`config.mk`:
```
export PLATFORM = sky130hd
export DESIGN_NAME = wavetable_ram_scheduler
export DESIGN_NICKNAME = d
export VERILOG_FILES = /design/src/rtl/wavetable_ram_scheduler_pkg.sv /design/src/rtl/wavetable_phase_bank.sv /design/src/rtl/wavetable_ram_scheduler.sv
export SDC_FILE = /design/constraint.sdc
export NUM_CORES = 1
export LEC_CHECK = 0
export ABC_AREA = 0
export ABC_CLOCK_PERIOD_IN_PS = 5100
export CELL_PAD_IN_SITES_DETAIL_PLACEMENT = 1
export CELL_PAD_IN_SITES_GLOBAL_PLACEMENT = 2
export CORE_MARGIN = 4
export CORE_UTILIZATION = 29
export CTS_CLUSTER_DIAMETER = 150
export CTS_CLUSTER_SIZE = 12
export DETAILED_ROUTE_END_ITERATION = 10
export HOLD_SLACK_MARGIN = 0.05
export PLACE_DENSITY = 0.88
export SETUP_SLACK_MARGIN = 0.05
export SLEW_MARGIN = 20
export SYNTH_ARGS = -nofsm -noshare
export SYNTH_HDL_FRONTEND = slang
export SYNTH_HIERARCHICAL = 1
export SYNTH_SLANG_ARGS = --single-unit
```
`constraint.sdc`:
```
create_clock -name i_clock -period 5.1 [get_ports i_clock]
set_input_delay 1.02 -clock i_clock [delete_from_list [all_inputs] [get_ports i_clock]]
set_output_delay 1.02 -clock i_clock [all_outputs]
set_load 0.005 [all_outputs]
```
`src/rtl/wavetable_ram_scheduler_pkg.sv`:
```
`default_nettype none
// ============================================================================
// Module   : wavetable_ram_scheduler_pkg
// Brief    : shared defaults, state encodings and reset sample for the scheduler
// Revision : 1.0
// ============================================================================
package wavetable_ram_scheduler_pkg;

    localparam int DEFAULT_NUM_VOICES  = 4;
    localparam int DEFAULT_PHASE_WIDTH = 24;
    localparam int DEFAULT_ADDR_WIDTH  = 16;
    localparam int DEFAULT_DATA_WIDTH  = 8;
    localparam int DEFAULT_TABLE_BITS  = 8;

    typedef logic [1:0] state_t;

    localparam state_t STATE_IDLE  = 2'd0;
    localparam state_t STATE_WRITE = 2'd1;
    localparam state_t STATE_READ  = 2'd2;
    localparam state_t STATE_DRAIN = 2'd3;

    localparam logic [7:0] SAMPLE_RESET = 8'h80;

endpackage
`default_nettype wire

```
`src/rtl/wavetable_phase_bank.sv`:
```
`default_nettype none
// ============================================================================
// Module   : wavetable_phase_bank
// Brief    : per-voice phase accumulators, one indexed voice advanced per strobe
// Revision : 1.0
// ============================================================================
module wavetable_phase_bank
    import wavetable_ram_scheduler_pkg::*;
#(
    parameter int NUM_VOICES  = DEFAULT_NUM_VOICES,
    parameter int PHASE_WIDTH = DEFAULT_PHASE_WIDTH,
    parameter int TABLE_BITS  = DEFAULT_TABLE_BITS,
    parameter int VOICE_WIDTH = 2
) (
    input  logic                   i_clock,
    input  logic                   i_reset,
    input  logic [VOICE_WIDTH-1:0] i_voice,
    input  logic                   i_update,
    input  logic [PHASE_WIDTH-1:0] i_increment,
    output logic [TABLE_BITS-1:0]  o_phase_index
);

    logic [NUM_VOICES-1:0][PHASE_WIDTH-1:0] r_phase_q;
    logic [NUM_VOICES-1:0][PHASE_WIDTH-1:0] w_phase_d;

    // Table index comes from the pre-increment phase of the selected voice.
    assign o_phase_index = r_phase_q[i_voice][PHASE_WIDTH-1 -: TABLE_BITS];

    always_comb begin
        w_phase_d = r_phase_q;
        if (i_update) begin
            w_phase_d[i_voice] = r_phase_q[i_voice] + i_increment;
        end
    end

    always_ff @(posedge i_clock) begin
        if (i_reset) begin
            r_phase_q <= '0;
        end else begin
            r_phase_q <= w_phase_d;
        end
    end

endmodule
`default_nettype wire

```
`src/rtl/wavetable_ram_scheduler.sv`:
```
`default_nettype none
// ============================================================================
// Module   : wavetable_ram_scheduler
// Brief    : time-shares the wavetable RAM between per-tick voice reads and host writes
// Revision : 1.0
// ============================================================================
module wavetable_ram_scheduler
    import wavetable_ram_scheduler_pkg::*;
#(
    parameter int NUM_VOICES  = DEFAULT_NUM_VOICES,
    parameter int PHASE_WIDTH = DEFAULT_PHASE_WIDTH,
    parameter int ADDR_WIDTH  = DEFAULT_ADDR_WIDTH,
    parameter int DATA_WIDTH  = DEFAULT_DATA_WIDTH,
    parameter int TABLE_BITS  = DEFAULT_TABLE_BITS
) (
    input  logic                                         i_clock,
    input  logic                                         i_reset,
    input  logic                                         i_sample_tick,
    input  logic [NUM_VOICES*PHASE_WIDTH-1:0]            i_tuning,
    input  logic [NUM_VOICES*(ADDR_WIDTH-TABLE_BITS)-1:0] i_wave_select,
    input  logic                                         i_host_write_req,
    input  logic [ADDR_WIDTH-1:0]                        i_host_address,
    input  logic [DATA_WIDTH-1:0]                        i_host_data,
    output logic                                         o_host_write_ack,
    output logic [ADDR_WIDTH-1:0]                        o_ram_address,
    output logic [DATA_WIDTH-1:0]                        o_ram_data,
    output logic                                         o_ram_write_enable,
    input  logic [DATA_WIDTH-1:0]                        i_ram_data,
    output logic [NUM_VOICES*DATA_WIDTH-1:0]             o_samples,
    output logic                                         o_frame_done,
    output logic                                         o_overrun
);

    localparam int SEL_WIDTH   = ADDR_WIDTH - TABLE_BITS;
    localparam int VOICE_WIDTH = (NUM_VOICES > 1) ? $clog2(NUM_VOICES) : 1;
    localparam logic [VOICE_WIDTH-1:0] c_LAST_VOICE   = VOICE_WIDTH'(NUM_VOICES - 1);
    localparam logic [DATA_WIDTH-1:0]  c_SAMPLE_RESET = DATA_WIDTH'(SAMPLE_RESET);

    state_t                         r_state_q,       w_state_d;
    logic [VOICE_WIDTH-1:0]         r_voice_q,       w_voice_d;
    logic                           r_drain_q,       w_drain_d;
    logic                           r_pending_q,     w_pending_d;
    logic                           r_overrun_q,     w_overrun_d;
    logic [ADDR_WIDTH-1:0]          r_ram_address_q, w_ram_address_d;
    logic [DATA_WIDTH-1:0]          r_ram_data_q,    w_ram_data_d;
    logic                           r_ram_we_q,      w_ram_we_d;
    logic                           r_ack_q,         w_ack_d;
    logic                           r_frame_done_q,  w_frame_done_d;
    logic                           r_iss_valid_q,   w_iss_valid_d;
    logic [VOICE_WIDTH-1:0]         r_iss_voice_q,   w_iss_voice_d;
    logic                           r_rd_valid_q,    w_rd_valid_d;
    logic [VOICE_WIDTH-1:0]         r_rd_voice_q,    w_rd_voice_d;
    logic [NUM_VOICES*DATA_WIDTH-1:0] r_samples_q,   w_samples_d;

    logic                   w_start;
    logic                   w_issue;
    logic [VOICE_WIDTH-1:0] w_voice;
    logic [PHASE_WIDTH-1:0] w_tuning;
    logic [SEL_WIDTH-1:0]   w_select;
    logic [TABLE_BITS-1:0]  w_phase_index;

    // Voice 0 is issued on the tick edge itself, so IDLE also counts as an issue cycle.
    assign w_start  = i_sample_tick || r_pending_q;
    assign w_issue  = ((r_state_q == STATE_IDLE) && w_start) || (r_state_q == STATE_READ);
    assign w_voice  = (r_state_q == STATE_READ) ? r_voice_q : '0;
    assign w_tuning = i_tuning[w_voice*PHASE_WIDTH +: PHASE_WIDTH];
    assign w_select = i_wave_select[w_voice*SEL_WIDTH +: SEL_WIDTH];

    wavetable_phase_bank #(
        .NUM_VOICES  (NUM_VOICES),
        .PHASE_WIDTH (PHASE_WIDTH),
        .TABLE_BITS  (TABLE_BITS),
        .VOICE_WIDTH (VOICE_WIDTH)
    ) u_phase_bank (
        .i_clock       (i_clock),
        .i_reset       (i_reset),
        .i_voice       (w_voice),
        .i_update      (w_issue),
        .i_increment   (w_tuning),
        .o_phase_index (w_phase_index)
    );

    always_comb begin
        w_state_d       = r_state_q;
        w_voice_d       = r_voice_q;
        w_drain_d       = r_drain_q;
        w_pending_d     = r_pending_q;
        w_overrun_d     = r_overrun_q;
        w_ram_address_d = r_ram_address_q;
        w_ram_data_d    = r_ram_data_q;
        w_ram_we_d      = 1'b0;
        w_ack_d         = 1'b0;
        w_frame_done_d  = 1'b0;
        w_samples_d     = r_samples_q;
        // Two-stage tag follows each read through the RAM's registered output.
        w_iss_valid_d   = w_issue;
        w_iss_voice_d   = w_voice;
        w_rd_valid_d    = r_iss_valid_q;
        w_rd_voice_d    = r_iss_voice_q;

        if (r_rd_valid_q) begin
            w_samples_d[r_rd_voice_q*DATA_WIDTH +: DATA_WIDTH] = i_ram_data;
        end
        if (w_issue) begin
            w_ram_address_d = {w_select, w_phase_index};
        end

        case (r_state_q)
            STATE_IDLE: begin
                if (w_start) begin
                    w_pending_d = 1'b0;
                    w_voice_d   = VOICE_WIDTH'(1);
                    w_drain_d   = 1'b0;
                    w_state_d   = (NUM_VOICES == 1) ? STATE_DRAIN : STATE_READ;
                end else if (i_host_write_req) begin
                    w_state_d       = STATE_WRITE;
                    w_ram_address_d = i_host_address;
                    w_ram_data_d    = i_host_data;
                    w_ram_we_d      = 1'b1;
                    w_ack_d         = 1'b1;
                end
            end
            STATE_WRITE: begin
                w_state_d = STATE_IDLE;
                if (i_sample_tick) begin
                    if (r_pending_q) begin
                        w_overrun_d = 1'b1;
                    end else begin
                        w_pending_d = 1'b1;
                    end
                end
            end
            STATE_READ: begin
                if (i_sample_tick) begin
                    w_overrun_d = 1'b1;
                end
                if (r_voice_q == c_LAST_VOICE) begin
                    w_state_d = STATE_DRAIN;
                    w_drain_d = 1'b0;
                end else begin
                    w_voice_d = r_voice_q + 1'b1;
                end
            end
            default: begin
                if (i_sample_tick) begin
                    w_overrun_d = 1'b1;
                end
                w_drain_d = 1'b1;
                if (r_drain_q) begin
                    w_state_d      = STATE_IDLE;
                    w_frame_done_d = 1'b1;
                end
            end
        endcase
    end

    always_ff @(posedge i_clock) begin
        if (i_reset) begin
            r_state_q       <= STATE_IDLE;
            r_voice_q       <= '0;
            r_drain_q       <= 1'b0;
            r_pending_q     <= 1'b0;
            r_overrun_q     <= 1'b0;
            r_ram_address_q <= '0;
            r_ram_data_q    <= '0;
            r_ram_we_q      <= 1'b0;
            r_ack_q         <= 1'b0;
            r_frame_done_q  <= 1'b0;
            r_iss_valid_q   <= 1'b0;
            r_iss_voice_q   <= '0;
            r_rd_valid_q    <= 1'b0;
            r_rd_voice_q    <= '0;
            r_samples_q     <= {NUM_VOICES{c_SAMPLE_RESET}};
        end else begin
            r_state_q       <= w_state_d;
            r_voice_q       <= w_voice_d;
            r_drain_q       <= w_drain_d;
            r_pending_q     <= w_pending_d;
            r_overrun_q     <= w_overrun_d;
            r_ram_address_q <= w_ram_address_d;
            r_ram_data_q    <= w_ram_data_d;
            r_ram_we_q      <= w_ram_we_d;
            r_ack_q         <= w_ack_d;
            r_frame_done_q  <= w_frame_done_d;
            r_iss_valid_q   <= w_iss_valid_d;
            r_iss_voice_q   <= w_iss_voice_d;
            r_rd_valid_q    <= w_rd_valid_d;
            r_rd_voice_q    <= w_rd_voice_d;
            r_samples_q     <= w_samples_d;
        end
    end

    assign o_host_write_ack   = r_ack_q;
    assign o_ram_address      = r_ram_address_q;
    assign o_ram_data         = r_ram_data_q;
    assign o_ram_write_enable = r_ram_we_q;
    assign o_samples          = r_samples_q;
    assign o_frame_done       = r_frame_done_q;
    assign o_overrun          = r_overrun_q;

endmodule
`default_nettype wire
```
Figure 1. Met1 routing (run 1).
Scale: 2 px per um. Supply wires on this layer in grey.
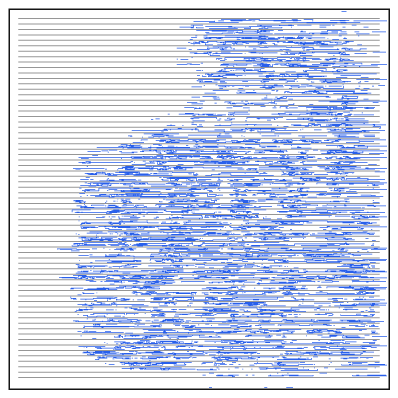
share of all routed wire: 45%
longest straight run: 62.6 um
nets with wire on the layer: 1428
wire length on this layer: 16500 um
main direction: horizontal

Figure 2. Cell outlines without signal wires (run 1).
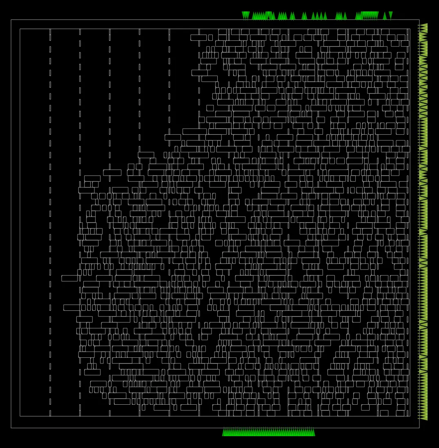
end-of-flow core utilization: 0.393
std cell rows: 66

==> flow_summary.ini, run 1 <==
; implementation run metrics
[outcome]
status = finished clean

[min_path]
hold_path_depth = 1
hp-class = reg2reg
min_from = r_iss_voice_q[0]

[cells_and_area]
top_register = u_phase_bank/r_phase_q
largest_register_ffs = 96
num-clock-buffers = 18
clk_share = 0.0492
sh_seq_area = 0.262
drive_above_1_share = 0.0964
fin_area_um2 = 12800
seq_cells = 167
fillCellCount = 3843
diodes = 0
lay_top_cells = clkdlybuf4s50_1 (222), nand2_1 (215), dfxtp_1 (166)
logic_area_um2 = 5680

[clocking]
cts_buffers = 17
post_cts_resized = 0
post_cts_buffers = 0
numClockSinks = 167
cts-root-buf = clkbuf_16

[setup_path]
crit_path_cell_trace = inv_1, ha_1, nand2_2, buf_12, a211oi_1, a31oi_1, ha_1, a21oi_2, o21bai_1, a21oi_4, o21ai_0, a31o_1, or4_1, o211ai_2
crit_required_ns = 5.47
r2r_end = u_phase_bank/r_phase_q[21]
crit_cells = 14
cp-startpoint = r_state_q[0]
worstPathArrival_ns = 4.82
worstSetupEndpointType = flip-flop
slowest_stage = ha_1
cp-start-kind = flip-flop
critPathMaxStageDelay_ns = 0.54

[final_timing]
skew_ns = 0.0114
tns_ns = 0
period_used_share = 0.873
period_minus_slack_ns = 4.45
slew_viol_final = 0
tightest_slew_ns = 0.942
fin_ws_ns = 0.650
rsz0062_at_grt = no

[synthesis]
yosys_cells = 1159
top_logic_kind = AND-OR/OR-AND gates
adder_share = 0.0441
ys_types = 86
ys_area_um2 = 9530
async_reset_ff_frac = 0
topCellsByArea = dfxtp_1 (35%), nand2_1 (8.5%), a21oi_1 (5.9%)
synthTopCellsByCount = nand2_1 (216), dfxtp_1 (167), a21oi_1 (113), nor2_1 (85), clkbuf_1 (51)
edf_count = 0
xor_share = 0.0138
yosys.area_share.aoi = 0.240
top_area_cell = dfxtp_1

[grt]
grt_overflow = 0
use_met3 = 0.0468
grt_use_met2 = 0.345
use_met1 = 0.261
grt_first_pass_wirelength_um = 57700
grt.busiest_layer = met2

[placed_design]
dpl_cell_area_um2 = 12100
placedCellCount = 1758
port_buffers = 223
pre_cts_ws_ns = 0.713

[pwr]
comb_power_share = 0.497
p_seq_frac = 0.270
peakVddDrop_mv = 0.264
power.density_nw_per_um2 = 469
pg_comb_mw = 2.97
power_leader = combinational cells
swShare = 0.420
p_leak_nw = 4.43

[drt]
highest_layer = met4
drtIter0Drc = 557
wl_met1_um = 16500
dr_wl_met2_um = 17500
drc = 0
num_vias = 9585
antenna_left = 0

[floorplanning]
taps = 442
die_x_um = 189
core_area_um2 = 32500
die.size.y_um = 189
initial_core_util = 0.294
chip_area_um2 = 35800

[run]
warning_count = 32
Figure 3. Met2 routing (run 1).
Scale: 1.5 px per um. Cells faint in the background.
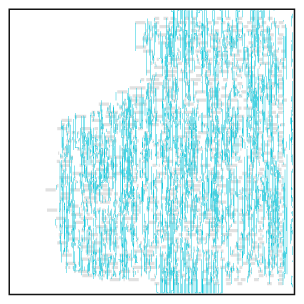
wire length on this layer: 17500 um
nets with wire on the layer: 1358
main direction: vertical

Figure 4. M3 wires (run 1).
Scale: 2 px per um.
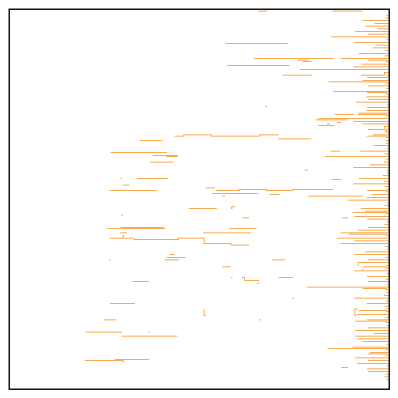
longest straight run: 43.9 um
share of all routed wire: 6.1%

==> run 2: changes to the inputs <==
Settings changed: CAP_MARGIN set to 0, SKIP_CTS_REPAIR_TIMING set to 1.
Figure 5. Met1 routing (run 2).
Scale: 2 px per um. Supply wires on this layer in grey.
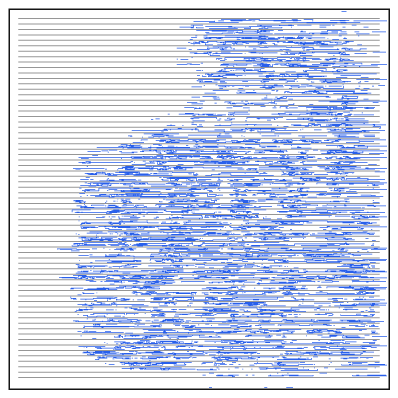
share of all routed wire: 45%
wire length on this layer: 16500 um
main direction: horizontal
nets with wire on the layer: 1428
longest straight run: 62.6 um

Figure 6. Cell outlines without signal wires (run 2).
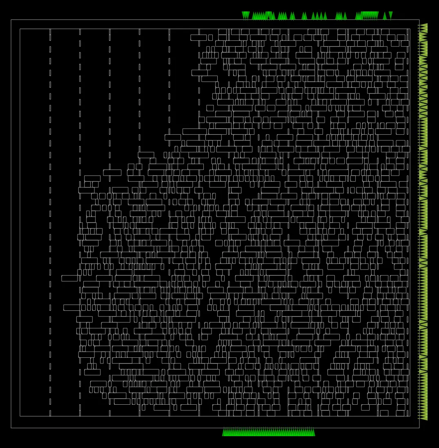
Tap Cells: 442
filler instances: 3843
Post-Layout Cell Count: 1790
core area: 32500 um^2

Figure 7. Metal 4 (run 2).
Scale: 2 px per um. Supply wires on this layer in grey.
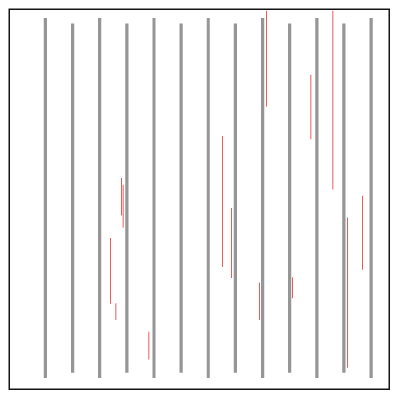
share of all routed wire: 1.4%
wire length on this layer: 503 um

==> run 2 against run 1 <==
Net effect:
- die area unchanged
- area after synthesis unchanged
- global-route usage unchanged
- fmax unchanged
- cell count unchanged
- highest routed layer unchanged
==> flow_summary.ini, run 2 <==
; implementation run metrics
[setup_path]
path_max_fanout = 33
crit_path_cell_trace = inv_1, ha_1, nand2_2, buf_12, a211oi_1, a31oi_1, ha_1, a21oi_2, o21bai_1, a21oi_4, o21ai_0, a31o_1, or4_1, o211ai_2
crit_family = AND-OR/OR-AND gates
worst-setup-path-type = reg2reg
crit_required_ns = 5.47
cp-startpoint = r_state_q[0]
cp-start-kind = flip-flop
worstPathArrival_ns = 4.82
worstSetupEndpointType = flip-flop
r2r_end = u_phase_bank/r_phase_q[21]
r2r_cells = 14
crit_cells = 14
worstSetupEndpoint = u_phase_bank/r_phase_q[21]
critPathMostFrequentCell = ha_1
slowest_stage = ha_1
critPathMaxStageDelay_ns = 0.54

[pwr]
power_leader = combinational cells
p_clk_mw = 1.39
seq_power_mw = 1.61
power_mw = 5.98
swShare = 0.420
pg_comb_mw = 2.97
p_leak_nw = 4.43
p_int_mw = 3.46
p_sw_mw = 2.51
p_seq_frac = 0.270
peakVddDrop_mv = 0.264
comb_power_share = 0.497
power.density_nw_per_um2 = 469

[cells_and_area]
final_core_util = 0.393
diodes = 0
top_register = u_phase_bank/r_phase_q
clk_share = 0.0492
largest_register_ffs = 96
sh_seq_area = 0.262
logic_gates = 875
lay_top_count = clkdlybuf4s50_1
sh_comb_area = 0.446
inverters = 28
nets = 1532
largest_class = combinational gates
seq_cells = 167
lay_top_cells = clkdlybuf4s50_1 (222), nand2_1 (215), dfxtp_1 (166)
num-clock-buffers = 18
drive_above_1_share = 0.0964
logic_area_um2 = 5680
flop_area_um2 = 3340
fin_area_um2 = 12800

[synthesis]
syn_area_um2 = 9530
ys_seq_frac = 0.351
synth_simple_gate_area_share = 0.228
top_logic_kind = AND-OR/OR-AND gates
synthFlopType = dfxtp_1
edf_count = 0
topCellsByArea = dfxtp_1 (35%), nand2_1 (8.5%), a21oi_1 (5.9%)
syn_area_per_cell_um2 = 8.22
yosys.area_share.aoi = 0.240
synth_top_area_share = 0.351
async_reset_ff_frac = 0
ys_area_um2 = 9530
adder_share = 0.0441
yosys_register_bits = 167
yosys_cells = 1159
xor_share = 0.0138
synthTopCellsByCount = nand2_1 (216), dfxtp_1 (167), a21oi_1 (113), nor2_1 (85), clkbuf_1 (51)
yosysMostFrequentCell = nand2_1
ys_types = 86
top_area_cell = dfxtp_1

[run]
drv_cap = 0
warning_count = 32

[min_path]
hp-class = reg2reg
min_from = r_iss_voice_q[0]
hold_path_depth = 1
holdPathEnd = r_rd_voice_q[0]

[drt]
antenna_left = 0
dr_wl_met2_um = 17500
routed_wl_um = 36800
drtIter0Drc = 557
wl_met1_um = 16500
via_per_inst = 5.35
num_vias = 9585
routedWlPerCell_um = 20.5
drc = 0
highest_layer = met4
drtPass1Iterations = 5

[clocking]
cts_buffer_depth = 2
cts_max_level = 4
cts-root-buf = clkbuf_16
cts_tree = built
clock_latency_ns = 0.44
numClockSinks = 167
cts_buffers = 17

[final_timing]
period_minus_slack_ns = 4.45
hold_viol = 0
setup_viol = 0
tightest_slew_ns = 0.942
period_used_share = 0.873
slew_viol_final = 0
fin_ws_ns = 0.650
rsz0062_at_grt = no
timing.hold.ws_ns = 0.433
skew_ns = 0.0114
tns_ns = 0

[floorplanning]
initial_core_util = 0.294
io-pin-count = 224
rows = 66
die_x_um = 189
die.size.y_um = 189
chip_area_um2 = 35800

[grt]
grt.busiest_layer = met2
use_met3 = 0.0468
grt_use_total = 0.202
grt_pass1_vias = 9814
grt_use_met2 = 0.345
grt_max_degree = 70
grt_first_pass_wirelength_um = 57700
grt_overflow = 0
use_met1 = 0.261

[placed_design]
dpl_cell_area_um2 = 12100
pre_cts_ws_ns = 0.713
port_buffers = 223
placedCellCount = 1758
gp_congestion = 0.872

[outcome]
status = finished clean
==> run 3: changes to the inputs <==
Settings changed: SLEW_MARGIN 20 to unset.
Figure 8. Met2 routing (run 3).
Scale: 1.5 px per um. Cells faint in the background.
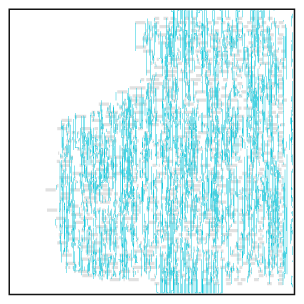
main direction: vertical
longest straight run: 79.9 um
nets with wire on the layer: 1358

Figure 9. Metal 4 (run 3).
Scale: 2 px per um. Supply wires on this layer in grey.
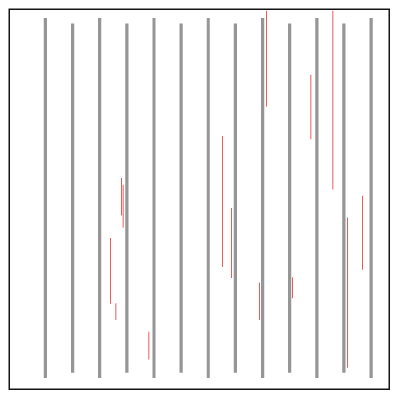
nets with wire on the layer: 11
main direction: vertical
wire length on this layer: 503 um

Figure 10. M3 wires (run 3).
Scale: 2 px per um.
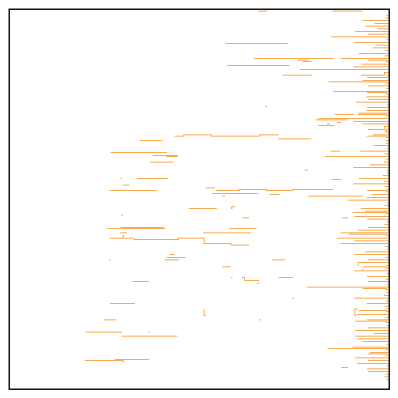
share of all routed wire: 6.1%
longest straight run: 43.9 um
nets with wire on the layer: 178
wire length on this layer: 2260 um

==> run 3 against run 2 <==
Net effect:
- non-clock buffer count stayed put
- worst hold slack is the same
- core utilization is the same
- combinational power hardly changed
- global-route usage did not move
- register-to-register slack hardly changed
- clock power about the same
- sequential share of layout area is the same
- synthesized cell count is the same
- largest cell class unchanged
- largest power group unchanged
==> flow_summary.ini, run 3 <==
; implementation run metrics
[synthesis]
async_reset_ff_frac = 0
xor_share = 0.0138
synthTopCellsByCount = nand2_1 (216), dfxtp_1 (167), a21oi_1 (113), nor2_1 (85), clkbuf_1 (51)
yosysMostFrequentCell = nand2_1
yosys_cells = 1159
edf_count = 0
ys_area_um2 = 9530
syn_area_per_cell_um2 = 8.22
top_logic_kind = AND-OR/OR-AND gates
ys_types = 86
ys_seq_frac = 0.351
topCellsByArea = dfxtp_1 (35%), nand2_1 (8.5%), a21oi_1 (5.9%)
yosys_register_bits = 167
synthFlopType = dfxtp_1
synth_simple_gate_area_share = 0.228
top_area_cell = dfxtp_1
yosys.area_share.aoi = 0.240
synth_top_area_share = 0.351

[placed_design]
port_buffers = 223
gp_congestion = 0.872
pre_cts_ws_ns = 0.713
dpl_cell_area_um2 = 12100
placedCellCount = 1758

[setup_path]
cp-start-kind = flip-flop
crit_required_ns = 5.47
worstSetupEndpointType = flip-flop
slowest_stage = ha_1
critPathMaxStageDelay_ns = 0.54
crit_path_cell_trace = inv_1, ha_1, nand2_2, buf_12, a211oi_1, a31oi_1, ha_1, a21oi_2, o21bai_1, a21oi_4, o21ai_0, a31o_1, or4_1, o211ai_2
path_max_fanout = 33
cp-startpoint = r_state_q[0]
r2r_end = u_phase_bank/r_phase_q[21]
ff2ff_setup_slack_ns = 0.65
r2r_cells = 14
worstSetupEndpoint = u_phase_bank/r_phase_q[21]
worst-setup-path-type = reg2reg
crit_cells = 14
crit_family = AND-OR/OR-AND gates
critPathMostFrequentCell = ha_1
worstPathArrival_ns = 4.82

[clocking]
numClockSinks = 167
cts_max_level = 4
cts_buffers = 17
cts-root-buf = clkbuf_16
clock_latency_ns = 0.44
cts_tree = built
cts_buffer_depth = 2

[final_timing]
hold_viol = 0
skew_ns = 0.0114
period_used_share = 0.873
tightest_slew_ns = 0.942
rsz0062_at_grt = no
period_minus_slack_ns = 4.45
setup_viol = 0
fin_ws_ns = 0.650
slew_viol_final = 0
timing.hold.ws_ns = 0.433

[cells_and_area]
fin_area_um2 = 12800
logic_area_um2 = 5680
lay_top_count = clkdlybuf4s50_1
inverters = 28
sh_seq_area = 0.262
drive_above_1_share = 0.0964
largest_register_ffs = 96
nets = 1532
sh_comb_area = 0.446
seq_cells = 167
lay_top_cells = clkdlybuf4s50_1 (222), nand2_1 (215), dfxtp_1 (166)
logic_gates = 875
final_core_util = 0.393
largest_class = combinational gates
fillCellCount = 3843
clk_share = 0.0492
instances_no_fill = 1790
flop_area_um2 = 3340
top_register = u_phase_bank/r_phase_q
num-clock-buffers = 18

[min_path]
holdPathEnd = r_rd_voice_q[0]
hp-class = reg2reg
hold_path_depth = 1
min_from = r_iss_voice_q[0]

[floorplanning]
io-pin-count = 224
die_x_um = 189
core_area_um2 = 32500
initial_core_util = 0.294
taps = 442
rows = 66

[pwr]
power_mw = 5.98
p_sw_mw = 2.51
seq_power_mw = 1.61
p_seq_frac = 0.270
peakVddDrop_mv = 0.264
pg_comb_mw = 2.97
swShare = 0.420
p_leak_nw = 4.43
p_int_mw = 3.46
p_clk_mw = 1.39
comb_power_share = 0.497
power_leader = combinational cells
power.density_nw_per_um2 = 469

[drt]
routedWlPerCell_um = 20.5
antenna_left = 0
dr_wl_met2_um = 17500
drtIter0Drc = 557
wl_met1_um = 16500
routed_wl_um = 36800
drc = 0
via_per_inst = 5.35
num_vias = 9585
highest_layer = met4

[grt]
grt_use_total = 0.202
use_met3 = 0.0468
grt_pass1_vias = 9814
grt_first_pass_wirelength_um = 57700
grt_overflow = 0
grt_max_degree = 70
grt_use_met2 = 0.345

[outcome]
status = finished clean

[run]
warning_count = 32
drv_cap = 0
No activity file was given, so power comes from the tool's default toggle rates.
